File: config.mk
export PLATFORM = sky130hd
export DESIGN_NAME = scalar_wb_arbiter_flat
export DESIGN_NICKNAME = d
export VERILOG_FILES = /design/src/rtl/scalar_wb_arbiter_pkg.sv /design/src/rtl/scalar_wb_arbiter_if.sv /design/src/rtl/wb_fifo.sv /design/src/rtl/scalar_wb_arbiter.sv /design/src/flat_wrapper.sv
export SDC_FILE = /design/constraint.sdc
export NUM_CORES = 1
export LEC_CHECK = 0
export CAP_MARGIN = 25
export CORE_MARGIN = 5
export CORE_UTILIZATION = 40
export DETAILED_ROUTE_END_ITERATION = 8
export GPL_TIMING_DRIVEN = 0
export SLEW_MARGIN = 25
export SYNTH_ARGS = -nofsm -noshare
export SYNTH_HDL_FRONTEND = slang
export SYNTH_SLANG_ARGS = --single-unit
File: constraint.sdc
create_clock -name clk -period 2.2 [get_ports clk]
set_input_delay 0.44 -clock clk [delete_from_list [all_inputs] [get_ports clk]]
set_output_delay 0.44 -clock clk [all_outputs]
set_load 0.01 [all_outputs]
File: src/rtl/scalar_wb_arbiter_pkg.sv
// Shared types and default widths for the scalar write-back arbiter.
package asip_pkg;

  localparam int unsigned RegisterSizeDef     = 8;
  localparam int unsigned RegisterQuantityDef = 4;
  localparam int unsigned SelectionBitsDef    = 2;
  localparam int unsigned FifoDepthDef        = 4;
  localparam int unsigned StarveLimitDef      = 3;

  typedef struct packed {
    logic [SelectionBitsDef-1:0] reg_idx;
    logic [RegisterSizeDef-1:0]  data;
  } wb_entry_t;

endpackage

File: src/rtl/scalar_wb_arbiter_if.sv
// ALU result, load return and register-file write signals of the write-back arbiter.
interface scalar_wb_arbiter_if #(
  parameter int unsigned registerSize     = asip_pkg::RegisterSizeDef,
  parameter int unsigned registerQuantity = asip_pkg::RegisterQuantityDef,
  parameter int unsigned selectionBits    = asip_pkg::SelectionBitsDef
);

  logic                        aluValid;
  logic                        aluReady;
  logic [selectionBits-1:0]    aluReg;
  logic [registerSize-1:0]     aluData;
  logic                        memValid;
  logic                        memReady;
  logic [selectionBits-1:0]    memReg;
  logic [registerSize-1:0]     memData;
  logic                        regWrEn;
  logic [selectionBits-1:0]    regToWrite;
  logic [registerSize-1:0]     dataIn;
  logic [registerQuantity-1:0] pendingMask;

  modport master (
    output aluValid, aluReg, aluData, memValid, memReg, memData,
    input  aluReady, memReady, regWrEn, regToWrite, dataIn, pendingMask
  );

  modport slave (
    input  aluValid, aluReg, aluData, memValid, memReg, memData,
    output aluReady, memReady, regWrEn, regToWrite, dataIn, pendingMask
  );

endinterface

File: src/rtl/wb_fifo.sv
// Load-return buffer: in-order FIFO that also exposes each slot's register index and validity.
module wb_fifo #(
  parameter int unsigned Width = 10,
  parameter int unsigned IdxW  = 2,
  parameter int unsigned Depth = 4,
  localparam int unsigned PtrW = $clog2(Depth),
  localparam int unsigned CntW = $clog2(Depth + 1)
) (
  input  logic                        clk,
  input  logic                        reset,
  input  logic                        push_i,
  input  logic                        pop_i,
  input  logic [Width-1:0]            wdata_i,
  output logic [Width-1:0]            rdata_o,
  output logic                        empty_o,
  output logic [CntW-1:0]             count_o,
  output logic [Depth-1:0][IdxW-1:0]  entry_idx_o,
  output logic [Depth-1:0]            valid_o
);

  logic [Depth-1:0][Width-1:0] mem_q;
  logic [PtrW-1:0]             rd_ptr_q, wr_ptr_q;
  logic [CntW-1:0]             count_q;
  logic                        do_push, do_pop;

  assign empty_o = (count_q == '0);
  assign count_o = count_q;
  assign rdata_o = mem_q[rd_ptr_q];
  assign do_push = push_i && (count_q != CntW'(Depth));
  assign do_pop  = pop_i && !empty_o;

  always_ff @(posedge clk or negedge reset) begin
    if (!reset) begin
      rd_ptr_q <= '0;
      wr_ptr_q <= '0;
      count_q  <= '0;
    end else begin
      // Depth is a power of two, so pointer overflow is the wrap.
      if (do_push) wr_ptr_q <= wr_ptr_q + PtrW'(1);
      if (do_pop)  rd_ptr_q <= rd_ptr_q + PtrW'(1);
      if (do_push && !do_pop)      count_q <= count_q + CntW'(1);
      else if (do_pop && !do_push) count_q <= count_q - CntW'(1);
    end
  end

  always_ff @(posedge clk) begin
    if (do_push) mem_q[wr_ptr_q] <= wdata_i;
  end

  always_comb begin
    logic [PtrW-1:0] offset;
    valid_o     = '0;
    entry_idx_o = '0;
    for (int unsigned i = 0; i < Depth; i++) begin
      offset         = PtrW'(i) - rd_ptr_q;
      valid_o[i]     = CntW'(offset) < count_q;
      entry_idx_o[i] = mem_q[i][Width-1 -: IdxW];
    end
  end

endmodule

File: src/rtl/scalar_wb_arbiter.sv
// Arbitrates ALU results and load returns onto the single scalar register-file write port.
module scalar_wb_arbiter
  import asip_pkg::*;
#(
  parameter int unsigned registerSize     = RegisterSizeDef,
  parameter int unsigned registerQuantity = RegisterQuantityDef,
  parameter int unsigned selectionBits    = SelectionBitsDef,
  parameter int unsigned fifoDepth        = FifoDepthDef,
  parameter int unsigned starveLimit      = StarveLimitDef
) (
  input logic                 clk,
  input logic                 reset,
  scalar_wb_arbiter_if.slave  bus
);

  localparam int unsigned EntryW  = selectionBits + registerSize;
  localparam int unsigned CntW    = $clog2(fifoDepth + 1);
  localparam int unsigned StarveW = (starveLimit > 0) ? $clog2(starveLimit + 1) : 1;

  logic                                fifo_empty, push, pop;
  logic [CntW-1:0]                     fifo_count;
  logic [EntryW-1:0]                   head;
  logic [fifoDepth-1:0][selectionBits-1:0] entry_idx;
  logic [fifoDepth-1:0]                entry_valid;

  logic [StarveW-1:0]       starve_q;
  logic                     reg_wr_en_q;
  logic [selectionBits-1:0] reg_q, sel_reg;
  logic [registerSize-1:0]  data_q, sel_data;
  logic                     forced, alu_xfer, mem_xfer, win_alu, win_head, win_bypass;

  wb_fifo #(
    .Width (EntryW),
    .IdxW  (selectionBits),
    .Depth (fifoDepth)
  ) u_fifo (
    .clk         (clk),
    .reset       (reset),
    .push_i      (push),
    .pop_i       (pop),
    .wdata_i     ({bus.memReg, bus.memData}),
    .rdata_o     (head),
    .empty_o     (fifo_empty),
    .count_o     (fifo_count),
    .entry_idx_o (entry_idx),
    .valid_o     (entry_valid)
  );

  always_comb begin
    forced       = !fifo_empty && (starve_q == StarveW'(starveLimit));
    bus.aluReady = !forced;
    bus.memReady = fifo_count < CntW'(fifoDepth);
    alu_xfer     = bus.aluValid && !forced;
    mem_xfer     = bus.memValid && bus.memReady;
    // Forced drain, then ALU, then buffer head, then a load straight past an empty buffer.
    win_head     = forced || (!alu_xfer && !fifo_empty);
    win_alu      = alu_xfer;
    win_bypass   = fifo_empty && !alu_xfer && mem_xfer;
    pop          = win_head;
    push         = mem_xfer && !win_bypass;

    sel_reg  = reg_q;
    sel_data = data_q;
    if (win_head) begin
      sel_reg  = head[EntryW-1 -: selectionBits];
      sel_data = head[registerSize-1:0];
    end else if (win_alu) begin
      sel_reg  = bus.aluReg;
      sel_data = bus.aluData;
    end else if (win_bypass) begin
      sel_reg  = bus.memReg;
      sel_data = bus.memData;
    end
  end

  always_ff @(posedge clk or negedge reset) begin
    if (!reset) begin
      reg_wr_en_q <= 1'b0;
      reg_q       <= '0;
      data_q      <= '0;
      starve_q    <= '0;
    end else begin
      reg_wr_en_q <= win_head || win_alu || win_bypass;
      reg_q       <= sel_reg;
      data_q      <= sel_data;
      if (pop || fifo_empty) starve_q <= '0;
      else if (alu_xfer)     starve_q <= starve_q + StarveW'(1);
    end
  end

  assign bus.regWrEn    = reg_wr_en_q;
  assign bus.regToWrite = reg_q;
  assign bus.dataIn     = data_q;

  always_comb begin
    bus.pendingMask = '0;
    for (int unsigned i = 0; i < fifoDepth; i++) begin
      if (entry_valid[i] && (32'(entry_idx[i]) < registerQuantity)) begin
        bus.pendingMask[entry_idx[i]] = 1'b1;
      end
    end
  end

endmodule

File: src/flat_wrapper.sv
// flat-port wrapper written by rule: the top's interface ports become plain ports
module scalar_wb_arbiter_flat import asip_pkg::*;
#(
  parameter int unsigned registerSize     = RegisterSizeDef,
  parameter int unsigned registerQuantity = RegisterQuantityDef,
  parameter int unsigned selectionBits    = SelectionBitsDef,
  parameter int unsigned fifoDepth        = FifoDepthDef,
  parameter int unsigned starveLimit      = StarveLimitDef
)
  (clk, reset, bus_aluValid, bus_aluReg, bus_aluData, bus_memValid, bus_memReg, bus_memData, bus_aluReady, bus_memReady, bus_regWrEn, bus_regToWrite, bus_dataIn, bus_pendingMask);
  scalar_wb_arbiter_if #(.registerSize(registerSize), .registerQuantity(registerQuantity), .selectionBits(selectionBits)) bus_i ();
  input logic clk;
  input logic reset;
  input wire logic [$bits(bus_i.aluValid)-1:0] bus_aluValid;
  input wire logic [$bits(bus_i.aluReg)-1:0] bus_aluReg;
  input wire logic [$bits(bus_i.aluData)-1:0] bus_aluData;
  input wire logic [$bits(bus_i.memValid)-1:0] bus_memValid;
  input wire logic [$bits(bus_i.memReg)-1:0] bus_memReg;
  input wire logic [$bits(bus_i.memData)-1:0] bus_memData;
  output wire logic [$bits(bus_i.aluReady)-1:0] bus_aluReady;
  output wire logic [$bits(bus_i.memReady)-1:0] bus_memReady;
  output wire logic [$bits(bus_i.regWrEn)-1:0] bus_regWrEn;
  output wire logic [$bits(bus_i.regToWrite)-1:0] bus_regToWrite;
  output wire logic [$bits(bus_i.dataIn)-1:0] bus_dataIn;
  output wire logic [$bits(bus_i.pendingMask)-1:0] bus_pendingMask;
  assign bus_i.aluValid = bus_aluValid;
  assign bus_i.aluReg = bus_aluReg;
  assign bus_i.aluData = bus_aluData;
  assign bus_i.memValid = bus_memValid;
  assign bus_i.memReg = bus_memReg;
  assign bus_i.memData = bus_memData;
  assign bus_aluReady = bus_i.aluReady;
  assign bus_memReady = bus_i.memReady;
  assign bus_regWrEn = bus_i.regWrEn;
  assign bus_regToWrite = bus_i.regToWrite;
  assign bus_dataIn = bus_i.dataIn;
  assign bus_pendingMask = bus_i.pendingMask;
  scalar_wb_arbiter #(.registerSize(registerSize), .registerQuantity(registerQuantity), .selectionBits(selectionBits), .fifoDepth(fifoDepth), .starveLimit(starveLimit)) u_core (.clk(clk), .reset(reset), .bus(bus_i));
endmodule
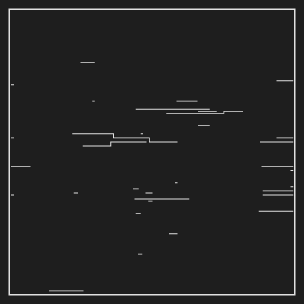
Fig. 1. M3 wires.
(3 px per um)
longest straight run = 24.4 um
nets with wire on the layer = 23
vias after detailed routing: 1870
global-route track usage on met3: 3.35%
post-detailed-routing wire length: 6430 um

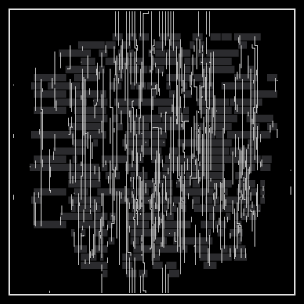
Fig. 2. The metal 2 layer.
(3 px per um) Cells faint in the background.
longest straight run = 44.0 um
nets with wire on the layer = 260
wire length on this layer = 3280 um
main direction = vertical
share of all routed wire = 51%
met2 Use GR: 25.7%

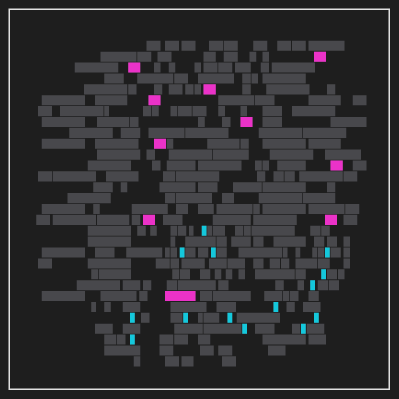
Fig. 3. Gate-type map.
(4 px per um)
cyan -> inverters  # cells 14, most used inv_1
magenta -> AND-OR and OR-AND gates  # cells 10, most used o22a_1

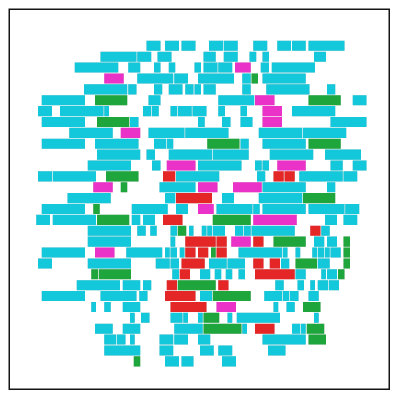
Fig. 4. Cells by drive strength.
(4 px per um)
magenta -> drive 6 and up  # cells 16, share 5.8%
cyan -> drive 1 or less  # cells 207, share 75%
red -> drive 3 to 4  # cells 22, share 8.0%
green -> drive 2  # cells 30, share 11%
Layout area overhead: 32.5%
non-clock buffer total of the final layout: 59
setup ws final: -0.363 ns
final non-filler cell area: 3800 um2

==> job_summary.md <==
## Implementation flow summary

| Metric | Value |
|---|---|
| Antenna violations before repair | 0 |
| Fin. Hold Viols | 0 |
| Net Count, Synth | between 200 and 250 |
| Cell Rows | 30 |
| Global route overflow | 0 |
| GR Util met1 | a little under a fifth |
| Fin util | between 50 and 60% |
| Setup-violating endpoint count in the final report | 4 |
| Antenna diode instance count | 0 |
| Clock-pin slew of the registers on the worst-case setup and hold paths | about 0.07 ns |
| Worst R2R End | u_core.u_fifo.count_o[1]$_DFFE_PN0P_ |
| Clock latency on the worst-skew pair | about 0.33 ns |
| Final Max-Slew Violation Tally | 0 |
| PostCTS Resize Cnt | roughly 46 |
| Static leakage | approximately 1.4 nW |
| Max-cap violation count | 0 |
| Number of flops mapped to enable cells by yosys | ~40 |
| Most flops, register | u_core.u_fifo.mem_q |
| WHS | about 0.075 ns |
| Post-route fraction of the period consumed by the critical path | 117% |
| Final clock skew | between 0.01 and 0.015 ns |
| Setup ws final | -0.363 ns |
| Max Fanout on Critical Path | 3 |
| Unrepaired setup endpoints after global routing | yes |
| Area leader share | between 40% and 50% |
| Run status | finished, violations left |
| Kind of start point of the critical path | flip-flop |
| Setup slack of the worst register-to-register path | about 0.13 ns |
| Beginning of the worst register-to-register path | u_core.u_fifo.count_o[0]$_DFFE_PN0P_ |
| Inserted Clock Buffers | 9 |
| Data required time at the worst endpoint | around 1.8 ns |
| Most frequent cells in the layout | sky130_fd_sc_hd__edfxtp_1 (40), sky130_fd_sc_hd__clkdlybuf4s50_1 (33), sky130_fd_sc_hd__nor2b_1 (21) |
| Number of OpenROAD warnings | 33 |
| Port Buffer Count | approximately 40 |
| Total Negative Setup Slacks | -1.44 ns |
| Time the worst path needs with I/O delays and setup | between 2 and 3 ns |
| And+or+nand+nor area frac | 11.2% |
| Post-CTS setup repair buffer count | 4 |
| Post-layout total power | around 4.9 mW |
| Largest register FFs | 32 |
| Netlist cell types | 38 |
| Reg2reg path depth | 6 |
| Failing checks | negative setup slack |
| Category of the most critical setup path | reg -> out |
| Fraction of the yosys area taken by sequential cells | between 50% and 60% |
| Number of remaining DRC errors | 0 |
| Number of top-level pins | 41 |
| Mean area per synthesized cell | between 10 and 15 um2 |
power by group:
part | internal (mW) | switching, mW | total [mW]
Clock | 0.548 | 0.427 | 0.976
Sequential | 1.50 | 0.220 | 1.72
Combinational | 1.25 | 1.00 | 2.25
Total | 3.30 | 1.65 | 4.94
logic make-up (layout without fill, tap and decap cells):
family	Yosys count	after routing
xor gates and xnor gates	7	7
and+or+nand+nor	54	54
adders and majority gates	11	11
DFF	60	60
buffers and inverters	22	89
AOI/OAI and AO/OA	42	42
muxes	12	12
how the worst max path moves through the flow:
| stage | from | to | cells after the start |
|---|---|---|---|
| after floorplan | u_core.u_fifo.rd_ptr_q[0]$_DFFE_PN0P_ | bus_pendingMask[2] | 9 |
| after global placement | u_core.u_fifo.rd_ptr_q[1]$_DFFE_PN0P_ | bus_pendingMask[0] | 9 |
| after detailed placement | u_core.u_fifo.rd_ptr_q[1]$_DFFE_PN0P_ | bus_pendingMask[0] | 9 |
| after CTS | u_core.u_fifo.rd_ptr_q[1]$_DFFE_PN0P_ | bus_pendingMask[2] | 9 |
| after global routing | u_core.u_fifo.rd_ptr_q[1]$_DFFE_PN0P_ | bus_pendingMask[2] | 9 |
| final | u_core.u_fifo.rd_ptr_q[1]$_DFFE_PN0P_ | bus_pendingMask[0] | 9 |
area by class of cell:
| cell class | instances | area [um2] | area share (%) |
|---|---|---|---|
| Sequential cell | 60 | 1710 | 45.0 |
| Clock buffer | 11 | 141 | 3.72 |
| Tap cell | 96 | 120 | 3.16 |
| Inverter | 14 | 52.6 | 1.38 |
| Clock inverter | 5 | 52.6 | 1.38 |
| Timing Repair Buffer | 52 | 463 | 12.2 |
| Multi-Input combinational cell | 126 | 1170 | 30.8 |
| Buffer | 7 | 91.3 | 2.41 |
Power figures rest on the tool's default switching activity, not on a simulated workload.
